**config.mk**
```make
export PLATFORM = sky130hd
export DESIGN_NAME = multi_center_of_mass
export DESIGN_NICKNAME = d
export VERILOG_FILES = /design/src/rtl/multi_center_of_mass.sv
export SDC_FILE = /design/constraint.sdc
export NUM_CORES = 1
export LEC_CHECK = 0
export ABC_AREA = 1
export CORE_ASPECT_RATIO = 1.1
export CORE_UTILIZATION = 45
export DETAILED_ROUTE_END_ITERATION = 7
export GPL_TIMING_DRIVEN = 0
export HOLD_SLACK_MARGIN = 0.02
export PLACE_DENSITY_LB_ADDON = 0.25
export SLEW_MARGIN = 20
export SYNTH_ARGS = -nofsm -noshare
export SYNTH_HDL_FRONTEND = slang
export SYNTH_SLANG_ARGS = --single-unit
```
**constraint.sdc**
```tcl
create_clock -name clk -period 17.1 [get_ports clk]
set_input_delay 5.13 -clock clk [delete_from_list [all_inputs] [get_ports clk]]
set_output_delay 5.13 -clock clk [all_outputs]
set_load 0.02 [all_outputs]
```
**src/rtl/multi_center_of_mass.sv**
```systemverilog
// Multi-target color center-of-mass tracker: per-channel pixel qualification and accumulation,
// frame-boundary snapshot, and one shared serial divider that publishes every centroid at once.

module multi_center_of_mass #(
  parameter int CHANNELS  = 2,
  parameter int ACC_WIDTH = 32,
  parameter int CNT_WIDTH = 23,
  parameter int X_MAX     = 1024,
  parameter int Y_MAX     = 768,
  parameter int X_OFFSET  = 152,
  parameter int Y_OFFSET  = 144,
  parameter int X_DEFAULT = 512,
  parameter int Y_DEFAULT = 384,
  parameter int MIN_COUNT = 16
) (
  input  logic                    clk,
  input  logic                    resetN,
  input  logic                    pixelValid,
  input  logic [17:0]             pixel,
  input  logic [10:0]             x,
  input  logic [9:0]              y,
  input  logic [2*CHANNELS-1:0]   colorSelect,
  input  logic [5*CHANNELS-1:0]   colorMin,
  input  logic [5*CHANNELS-1:0]   colorDiff,
  output logic [CHANNELS-1:0]     included,
  output logic [10*CHANNELS-1:0]  xCenter,
  output logic [10*CHANNELS-1:0]  yCenter,
  output logic [CHANNELS-1:0]     found,
  output logic                    resultValid,
  output logic                    busy,
  output logic                    overrun
);

  localparam int AW1 = ACC_WIDTH + 1;
  localparam int CW1 = CNT_WIDTH + 1;
  localparam int BW  = $clog2(ACC_WIDTH);
  localparam int IW  = 3;
  localparam logic [11:0]          X_LIM   = 12'(X_MAX);
  localparam logic [10:0]          Y_LIM   = 11'(Y_MAX);
  localparam logic [CNT_WIDTH-1:0] MIN_CNT = CNT_WIDTH'(MIN_COUNT);
  localparam logic [9:0]           X_DEF   = 10'(X_DEFAULT);
  localparam logic [9:0]           Y_DEF   = 10'(Y_DEFAULT);
  localparam logic [9:0]           X_OFF   = 10'(X_OFFSET);
  localparam logic [9:0]           Y_OFF   = 10'(Y_OFFSET);

  typedef enum logic [2:0] {S_IDLE, S_LOAD, S_DIV, S_NEXT, S_PUBLISH} state_t;
  state_t r_state, w_nextState;

  logic [4:0] w_red, w_green, w_blue;
  logic [CHANNELS-1:0][4:0] w_main, w_other1, w_other2, w_min, w_diff;
  logic w_inRange, w_frameStart, w_snapTake, w_unusedPixelBits;

  logic [CHANNELS-1:0][ACC_WIDTH-1:0] r_xSum, r_ySum, r_xSnap, r_ySnap, w_xSat, w_ySat;
  logic [CHANNELS-1:0][AW1-1:0]       w_xWide, w_yWide;
  logic [CHANNELS-1:0][CNT_WIDTH-1:0] r_cnt, r_cntSnap, w_cntSat;
  logic r_overrun;

  logic [ACC_WIDTH-1:0] r_quo, w_quoNext, w_dividend;
  logic [CNT_WIDTH-1:0] r_rem, w_remNext, r_divisor, w_divisor;
  logic [CW1-1:0]       w_trial;
  logic                 w_ge, w_enough, w_axisY, w_lastStep, w_lastIdx;
  logic [BW-1:0]        r_bitCnt;
  logic [IW-1:0]        r_idx;
  logic [IW-2:0]        w_chan;
  logic [9:0]           w_result;

  logic [CHANNELS-1:0][9:0] r_pendX, r_pendY, w_pendX, w_pendY, r_xCenter, r_yCenter;
  logic [CHANNELS-1:0]      r_pendFound, w_pendFound, r_found;

  assign w_red             = pixel[17:13];
  assign w_green           = pixel[11:7];
  assign w_blue            = pixel[5:1];
  assign w_unusedPixelBits = pixel[12] ^ pixel[6] ^ pixel[0];
  assign w_inRange         = ({1'b0, x} < X_LIM) && ({1'b0, y} < Y_LIM);
  assign w_frameStart      = pixelValid && (x == '0) && (y == '0);
  assign busy              = (r_state != S_IDLE);
  assign w_snapTake        = w_frameStart && !busy;
  assign resultValid       = (r_state == S_PUBLISH);
  assign overrun           = r_overrun;
  assign xCenter           = r_xCenter;
  assign yCenter           = r_yCenter;
  assign found             = r_found;

  // Rotate the color fields so "main" is the selected color and the others follow in RGB order
  always_comb begin
    w_main   = '0;
    w_other1 = '0;
    w_other2 = '0;
    w_min    = '0;
    w_diff   = '0;
    included = '0;
    for (int c = 0; c < CHANNELS; c++) begin
      w_min[c]  = colorMin[5*c +: 5];
      w_diff[c] = colorDiff[5*c +: 5];
      case (colorSelect[2*c +: 2])
        2'd0:    begin w_main[c] = w_red;   w_other1[c] = w_green; w_other2[c] = w_blue;  end
        2'd1:    begin w_main[c] = w_green; w_other1[c] = w_blue;  w_other2[c] = w_red;   end
        default: begin w_main[c] = w_blue;  w_other1[c] = w_red;   w_other2[c] = w_green; end
      endcase
      included[c] = pixelValid && w_inRange && (colorSelect[2*c +: 2] != 2'd3)
                    && (w_main[c] > w_min[c])
                    && (w_other1[c] < w_main[c]) && ((w_main[c] - w_other1[c]) > w_diff[c])
                    && (w_other2[c] < w_main[c]) && ((w_main[c] - w_other2[c]) > w_diff[c]);
    end
  end

  always_comb begin
    w_xWide  = '0;
    w_yWide  = '0;
    w_xSat   = '0;
    w_ySat   = '0;
    w_cntSat = '0;
    for (int c = 0; c < CHANNELS; c++) begin
      w_xWide[c]  = {1'b0, r_xSum[c]} + AW1'(x);
      w_yWide[c]  = {1'b0, r_ySum[c]} + AW1'(y);
      w_xSat[c]   = w_xWide[c][ACC_WIDTH] ? '1 : w_xWide[c][ACC_WIDTH-1:0];
      w_ySat[c]   = w_yWide[c][ACC_WIDTH] ? '1 : w_yWide[c][ACC_WIDTH-1:0];
      w_cntSat[c] = (&r_cnt[c]) ? r_cnt[c] : r_cnt[c] + CNT_WIDTH'(1);
    end
  end

  // A frame start seen while the divider is still busy drops that frame's snapshot
  always_ff @(posedge clk or negedge resetN) begin
    if (!resetN) begin
      r_xSum    <= '0;
      r_ySum    <= '0;
      r_cnt     <= '0;
      r_xSnap   <= '0;
      r_ySnap   <= '0;
      r_cntSnap <= '0;
      r_overrun <= 1'b0;
    end else if (pixelValid) begin
      if (w_frameStart) begin
        if (busy) begin
          r_overrun <= 1'b1;
        end else begin
          r_xSnap   <= r_xSum;
          r_ySnap   <= r_ySum;
          r_cntSnap <= r_cnt;
        end
        for (int c = 0; c < CHANNELS; c++) begin
          r_xSum[c] <= included[c] ? ACC_WIDTH'(x) : '0;
          r_ySum[c] <= included[c] ? ACC_WIDTH'(y) : '0;
          r_cnt[c]  <= included[c] ? CNT_WIDTH'(1) : '0;
        end
      end else begin
        for (int c = 0; c < CHANNELS; c++) begin
          if (included[c]) begin
            r_xSum[c] <= w_xSat[c];
            r_ySum[c] <= w_ySat[c];
            r_cnt[c]  <= w_cntSat[c];
          end
        end
      end
    end
  end

  assign w_chan     = r_idx[IW-1:1];
  assign w_axisY    = r_idx[0];
  assign w_lastStep = (r_bitCnt == BW'(ACC_WIDTH - 2));
  assign w_lastIdx  = (r_idx == IW'(2*CHANNELS - 1));

  always_ff @(posedge clk or negedge resetN) begin
    if (!resetN) r_state <= S_IDLE;
    else         r_state <= w_nextState;
  end

  // NEXT produces the final quotient bit, so LOAD + DIV + NEXT is ACC_WIDTH+1 cycles per divide
  always_comb begin
    w_nextState = r_state;
    case (r_state)
      S_IDLE:    if (w_snapTake) w_nextState = S_LOAD;
      S_LOAD:    w_nextState = S_DIV;
      S_DIV:     if (w_lastStep) w_nextState = S_NEXT;
      S_NEXT:    w_nextState = w_lastIdx ? S_PUBLISH : S_LOAD;
      S_PUBLISH: w_nextState = S_IDLE;
      default:   w_nextState = S_IDLE;
    endcase
  end

  assign w_trial   = {r_rem, r_quo[ACC_WIDTH-1]};
  assign w_ge      = (w_trial >= {1'b0, r_divisor});
  assign w_remNext = w_ge ? CNT_WIDTH'(w_trial - {1'b0, r_divisor}) : w_trial[CNT_WIDTH-1:0];
  assign w_quoNext = {r_quo[ACC_WIDTH-2:0], w_ge};
  assign w_enough  = (r_divisor >= MIN_CNT);
  assign w_result  = !w_enough ? (w_axisY ? Y_DEF : X_DEF)
                               : w_quoNext[9:0] + (w_axisY ? Y_OFF : X_OFF);

  always_comb begin
    w_dividend  = '0;
    w_divisor   = '0;
    w_pendX     = r_pendX;
    w_pendY     = r_pendY;
    w_pendFound = r_pendFound;
    for (int c = 0; c < CHANNELS; c++) begin
      if (w_chan == (IW-1)'(c)) begin
        w_dividend     = w_axisY ? r_ySnap[c] : r_xSnap[c];
        w_divisor      = r_cntSnap[c];
        w_pendFound[c] = w_enough;
        if (w_axisY) w_pendY[c] = w_result;
        else         w_pendX[c] = w_result;
      end
    end
  end

  // Results collect in pending registers and reach the outputs together on entry to PUBLISH
  always_ff @(posedge clk or negedge resetN) begin
    if (!resetN) begin
      r_quo       <= '0;
      r_rem       <= '0;
      r_divisor   <= '0;
      r_bitCnt    <= '0;
      r_idx       <= '0;
      r_pendFound <= '0;
      r_found     <= '0;
      for (int c = 0; c < CHANNELS; c++) begin
        r_pendX[c]   <= X_DEF;
        r_pendY[c]   <= Y_DEF;
        r_xCenter[c] <= X_DEF;
        r_yCenter[c] <= Y_DEF;
      end
    end else begin
      case (r_state)
        S_IDLE: r_idx <= '0;
        S_LOAD: begin
          r_quo     <= w_dividend;
          r_rem     <= '0;
          r_divisor <= w_divisor;
          r_bitCnt  <= '0;
        end
        S_DIV: begin
          r_quo    <= w_quoNext;
          r_rem    <= w_remNext;
          r_bitCnt <= r_bitCnt + BW'(1);
        end
        S_NEXT: begin
          r_quo       <= w_quoNext;
          r_rem       <= w_remNext;
          r_pendX     <= w_pendX;
          r_pendY     <= w_pendY;
          r_pendFound <= w_pendFound;
          r_idx       <= r_idx + IW'(1);
          if (w_lastIdx) begin
            r_xCenter <= w_pendX;
            r_yCenter <= w_pendY;
            r_found   <= w_pendFound;
          end
        end
        default: ;
      endcase
    end
  end

endmodule

```
==> flow_summary.yaml, run 1 <==
# flow metrics
cells_and_area:
  area_growth_pct: 13.73
  lay_top_cells: "nand2_1, dfrtp_1, inv_1, o21ai_0, nand3_1"
  comb_area_share: 0.4494
  buf_share: 0.05471
  inverters: 439
  comb_cells: 3231
  final-clk-cell-share: 0.05297
  signal_buffers: 272
routing:
  wl_met2_um: 45560
  highest_layer: "met5"
  drt-pass1-iter-count: 6
  first_iter_violations: 2735
power:
  total_power_mw: 5.720
floorplan:
  taps: 927
worst_setup_path:
  arrival_ns: 9.72
  cp.required_ns: 11.97
  endpoint_kind: "output pin"
  cp_max_fo: 10
min_path:
  holdPathEnd: "r_pendY[8]"
  min-delay-start: "r_pendY[8]"
final_timing:
  period_minus_slack_ns: 14.85
  worst_pin_slew_ns: 1.030
  slew_viol_final: 0
  timing.hold.ws_ns: 0.4660
synth:
  async_reset_ff_frac: 1.000
  edf_count: 0
  ys.flops: 522
  ys_area_sq_mm: 0.03155
clocking:
  cts_tree: "yes"
  cts_hold_buf: 0
global_routing:
  grt_pass1_wl_um: 157000
  grt.overflow.total: 0
place:
  placed_cell_area_sq_mm: 0.03397
status:
  status: "finished clean"
## run 1: Yosys cell counts (3+ instances only)
| library cell | instances |
|---|---|
| nand3_1 | 301 |
| o21ai_1 | 24 |
| clkinv_1 | 3 |
| inv_2 | 5 |
| o21bai_1 | 4 |
| a22oi_1 | 97 |
| xnor2_1 | 43 |
| nor2_2 | 6 |
| ha_1 | 123 |
| inv_1 | 431 |
| nor3b_1 | 5 |
| nor4_1 | 14 |
| nand2_1 | 1489 |
| a21o_1 | 5 |
| a21oi_1 | 193 |
| nor2_1 | 199 |
| o221ai_1 | 9 |
| o211ai_1 | 15 |
| or2_2 | 16 |
| buf_4 | 7 |
| clkbuf_1 | 103 |
| nand2_2 | 6 |
| fa_1 | 7 |
| o21a_1 | 5 |
| buf_1 | 13 |
| xor2_1 | 46 |
| nand3b_1 | 8 |
| and3_1 | 3 |
| nor2_4 | 4 |
| dfstp_2 | 12 |
| nand3_2 | 4 |
| mux2_2 | 7 |
| buf_2 | 27 |
| o22ai_1 | 10 |
| and2_1 | 7 |
| nand4_1 | 67 |
| o21ai_0 | 422 |
| buf_6 | 7 |
| dfrtp_1 | 510 |
| nor3_1 | 74 |
## run 1: per-stage QoR
step                worst slack (ns)  setup TNS [ns]
floorplan                      4.041               0
global placement              -13.08        -6691.08
detailed placement             2.272               0
CTS                            2.250               0
global route                   1.827               0
finish                         2.255               0
## run 1: metal layers
layer	vias to the layer above	GRT usage
met1	14270	0.3908
met5	-	0
met2	950	0.4499
met4	2	0.08403
li1	14640	-
met3	166	0.04070
## run 1: kinds of logic (layout without fill, tap and decap cells)
group                      count (synthesis)  count (layout)  synth area share
buffers and inverters                    596             812           0.07447
other                                      0               4                 0
AOI/OAI and AO/OA                        794             794            0.1384
xor gates and xnor gates                  89              89           0.02471
DFF                                      522             522            0.4145
and+or+nand+nor                         2210            2210            0.2919
muxes                                      8               8          0.002816
adders and majority gates                130             130           0.05322
## run 1: flip-flops by register name, summed over array words and instances (netlist names)
register,count
r_ySum,64
r_bitCnt,5
r_pendFound,2
found,2
r_xSum,64
xCenter,20
r_rem,23
r_xSnap,64
overrun,1
yCenter,20
r_cntSnap,46
r_state,3
r_divisor,23
r_ySnap,64
r_quo,32
r_cnt,46
r_pendY,20
r_pendX,20
r_idx,3
## run 1: power by group
group / internal (mW) / switching [mW]
Clock: 0.733 / 0.549
Sequential: 1.46 / 0.168
Combinational: 0.910 / 1.90
Total: 3.10 / 2.62
## run 1: worst max-delay path, stage by stage
cell             delay, ns
clkdlybuf4s50_1       0.53
buf_4                 0.23
nor2_1                0.37
inv_1                 0.21
o21ai_0               0.42
ha_1                  0.39
nand3_1               0.12
nand2_1               0.06
a31o_2                0.22
xor2_1                0.15
inv_1                 0.06
ha_1                  0.27
nand2_1               0.06
inv_1                 0.04
nand2_1               0.05
nor2_1                0.03
nor2_1                0.14
nand2_1               0.07
nor2_1                0.08
nand2_1               0.08
nor2_1                0.16
nand2_2               0.15
inv_1                 0.08
clkdlybuf4s50_1       0.59
Figure 1. Power grid (run 1).
Bar = 100 um. Pins as bars on the die edge.
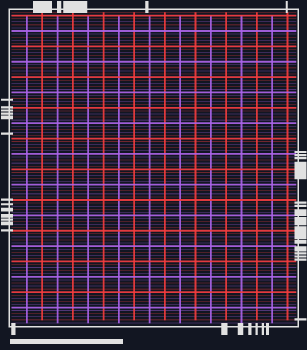
| colour | net |
|---|---|
| red | VDD |
| purple | VSS |
met4 straps: 18
rows: 101
met1 rails: 102
signal pins: 113
DIE HEIGHT: 279.7 um
Peak VDD IR: 0.07776 mV

Figure 2. Placed cells, one colour a class (run 1).
Fill, decap, tap and diode cells in grey.
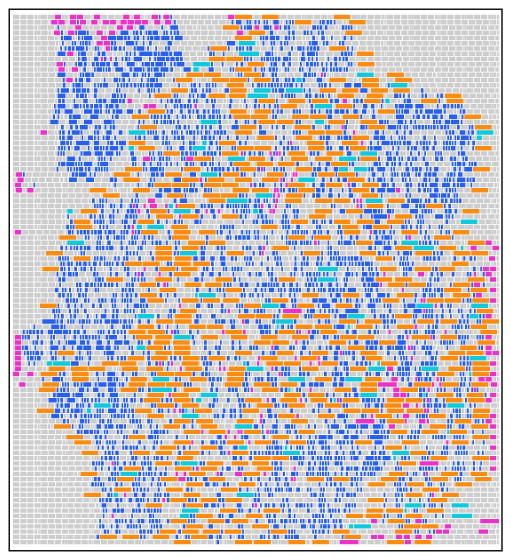
| colour | class | cells | share of their area |
|---|---|---|---|
| orange | sequential cells | 522 | 38% |
| magenta | remaining buffers and delay cells | 272 | 5.7% |
| cyan | clock drivers and dummy loads | 101 | 5.5% |
| blue | combinational and other logic | 3670 | 51% |
FP Rows: 101
core region area: 0.06925 sq mm
flop share of the area: 0.3644
final core utilization: 0.5182
design area: 0.03588 sq mm

Figure 3. Routed clock nets over the placement (run 1).
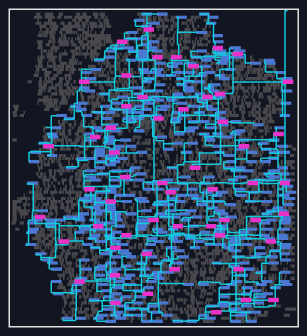
[blue] flip-flops | count: 522
[magenta] clock drivers | count: 55
[cyan] clock wires | length: 7280 um
routed clock nets: 56
Clk power: 1.28 mW
Fin Clk Skew: 0.02154 ns
clock power share: 0.224
clk_lat worst skew: 0.64 ns

## Run 2: what changed since run 1
--- a/config.mk
+++ b/config.mk
@@ -8,9 +8,11 @@
 export ABC_AREA = 1
 export CORE_ASPECT_RATIO = 1.1
 export CORE_UTILIZATION = 45
+export CTS_BUF_LIST = sky130_fd_sc_hd__clkbuf_2
 export DETAILED_ROUTE_END_ITERATION = 7
 export GPL_TIMING_DRIVEN = 0
 export HOLD_SLACK_MARGIN = 0.02
+export MAX_ROUTING_LAYER = met4
 export PLACE_DENSITY_LB_ADDON = 0.25
 export SLEW_MARGIN = 20
 export SYNTH_ARGS = -nofsm -noshare
==> flow_summary.yaml, run 2 <==
# flow metrics
status:
  status: "finished clean"
min_path:
  hold_class: "reg -> reg"
  min-delay-start: "r_rem[14]"
final_timing:
  period_used_share: 0.8716
  finalSetupViolations: 0
  final.setup.tns_ns: 0
  finClkSkew_ns: 0.1265
  worst_pin_slew_ns: 1.030
  slew_viol_final: 0
  period_minus_slack_ns: 14.90
synth:
  async_reset_ff_frac: 1.000
  ys_area_sq_mm: 0.03155
  edf_count: 0
  post_synth_most_frequent_cells: "nand2_1, dfrtp_1, inv_1, o21ai_0, nand3_1"
  top_cell: "nand2_1"
power:
  total_power_mw: 5.422
cells_and_area:
  area_growth_pct: 11.96
  lay_top_cells: "nand2_1, dfrtp_1, inv_1, o21ai_0, nand3_1"
worst_setup_path:
  arrival_ns: 9.77
  crit_chain: "clkdlybuf4s50_1, inv_2, nand2_1, clkbuf_1, o221ai_1, ha_1, fa_1, o21ai_0, a21oi_1, xnor2_1, ha_1, nand2_1, inv_1, nand2_1, nor2_1, nor2_1, nand2_1, nor2_1, nand2_1, nor2_2, nand2_4, inv_1, clkdlybuf4s50_1"
  cpMostUsedCell: "nand2_1"
  slowest_delay_ns: 0.60
  endpoint_kind: "output pin"
  cp_max_fo: 10
  path_buffers: 6
  cp.required_ns: 11.97
  crit_slowest_cell: "clkdlybuf4s50_1"
  critical_path.top_delay_family: "buffers and inverters"
  worstSetupPathType: "in -> out"
routing:
  drt-pass1-iter-count: 8
  first_iter_violations: 2724
  wl_per_cell_um: 17.79
flow_run:
  warning_count: 31
clocking:
  clk_latency_ns: 1.35
  cts_setup_buffers: 0
  cts_hold_buf: 0
  cts_tree: "yes"
floorplan:
  core-area_sq_mm: 0.06925
## run 2: cell counts after synthesis
No cell type changed its count.
## run 2: tightest hold or removal path, cell delays in order, from the launching register on
cell and delay [ns]:
dfrtp_1 0.38, nand2_1 0.06, nand3_1 0.07
## run 2: cell type report
class,instances,area (sq um),share of cell area
Antenna cell,4,10.01,0.0002833
Buffer,157,701.9,0.01987
Clock buffer,196,980.9,0.02777
Clock inverter,39,390.4,0.01105
Inverter,439,1648,0.04665
Multi-Input combinational cell,3231,16120,0.4564
Sequential cell,522,13080,0.3702
Tap cell,927,1160,0.03283
Timing Repair Buffer,114,1234,0.03492
## run 2: layer usage
metal,track usage,part of all wire,up-vias
li1,-,-,14890
met1,0.3942,0.45,14610
met2,0.4473,0.45,1000
met3,0.04888,0.063,206
met4,0.1026,0.030,0
met5,-,0,-
## run 2: cells by family after synthesis
family | Yosys count | synth area share
AND-OR/OR-AND | 794 | 0.1384
XOR/XNOR | 89 | 0.02471
adder cells (fa/ha/maj) | 130 | 0.05322
buffers and inverters | 596 | 0.07447
flip-flops | 522 | 0.4145
multiplexers | 8 | 0.002816
AND/OR/NAND/NOR | 2210 | 0.2919
## run 2: metrics by stage
| step | setup WS, ns | cells | instance area [sq um] |
|---|---|---|---|
| 3_3_place_gp | -13.00 | 5385 | 33800 |
| 2_1_floorplan | 4.041 | 4349 | 31550 |
| 4_1_cts | 2.217 | 5625 | 35320 |
| 5_1_grt | 1.774 | 5629 | 35330 |
| 6_report | 2.196 | 5629 | 35330 |
| 3_5_place_dp | 2.236 | 5390 | 33950 |
## run 2: power breakdown
group | total [mW] | internal, mW | leakage [nW] | switching (mW)
Clock | 0.985 | 0.430 | 1.00 | 0.555
Combinational | 2.81 | 0.908 | 10.5 | 1.90
Sequential | 1.63 | 1.46 | 6.53 | 0.168
## run 2: worst paths after layout
| kind | endpoint | slack [ns] | cells after the start |
|---|---|---|---|
| max | included[1] | 2.20 | 23 |
| min reg2reg | r_rem[15] | 0.47 | 2 |
| min | r_rem[15] | 0.47 | 2 |
| max reg2reg | r_rem[9] | 14.14 | 12 |
| min in group asynchronous | xCenter[11] | 3.78 | 1 |
| max in group asynchronous | r_divisor[8] | 11.81 | 3 |
Figure 4. Placed cells, one colour a class (run 2).
Fill, decap, tap and diode cells in grey.
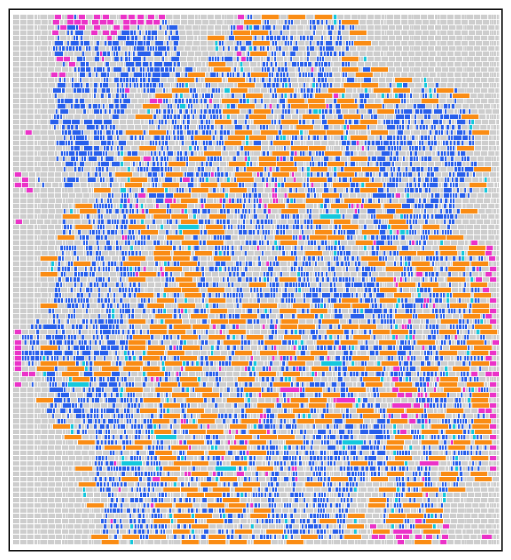
| colour | class | cells | share of their area |
|---|---|---|---|
| cyan | clock drivers and dummy loads | 235 | 4.0% |
| orange | sequential cells | 522 | 38% |
| blue | combinational and other logic | 3670 | 52% |
| magenta | remaining buffers and delay cells | 271 | 5.7% |
flop share of the area: 0.3702
final core utilization: 0.5101
design area: 0.03533 sq mm

Figure 5. Power grid (run 2).
Bar = 100 um. Pins as bars on the die edge.
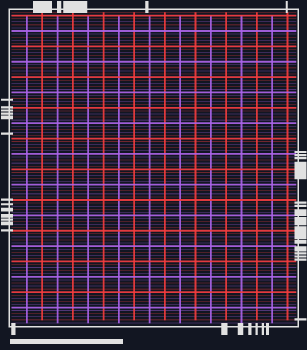
| colour | net |
|---|---|
| red | VDD |
| purple | VSS |
met4 straps: 18
met1 rails: 102
rows: 101
Horiz. Die Dim: 254.5 um
Peak VDD IR: 0.07751 mV

Power and IR drop assume default switching activity.
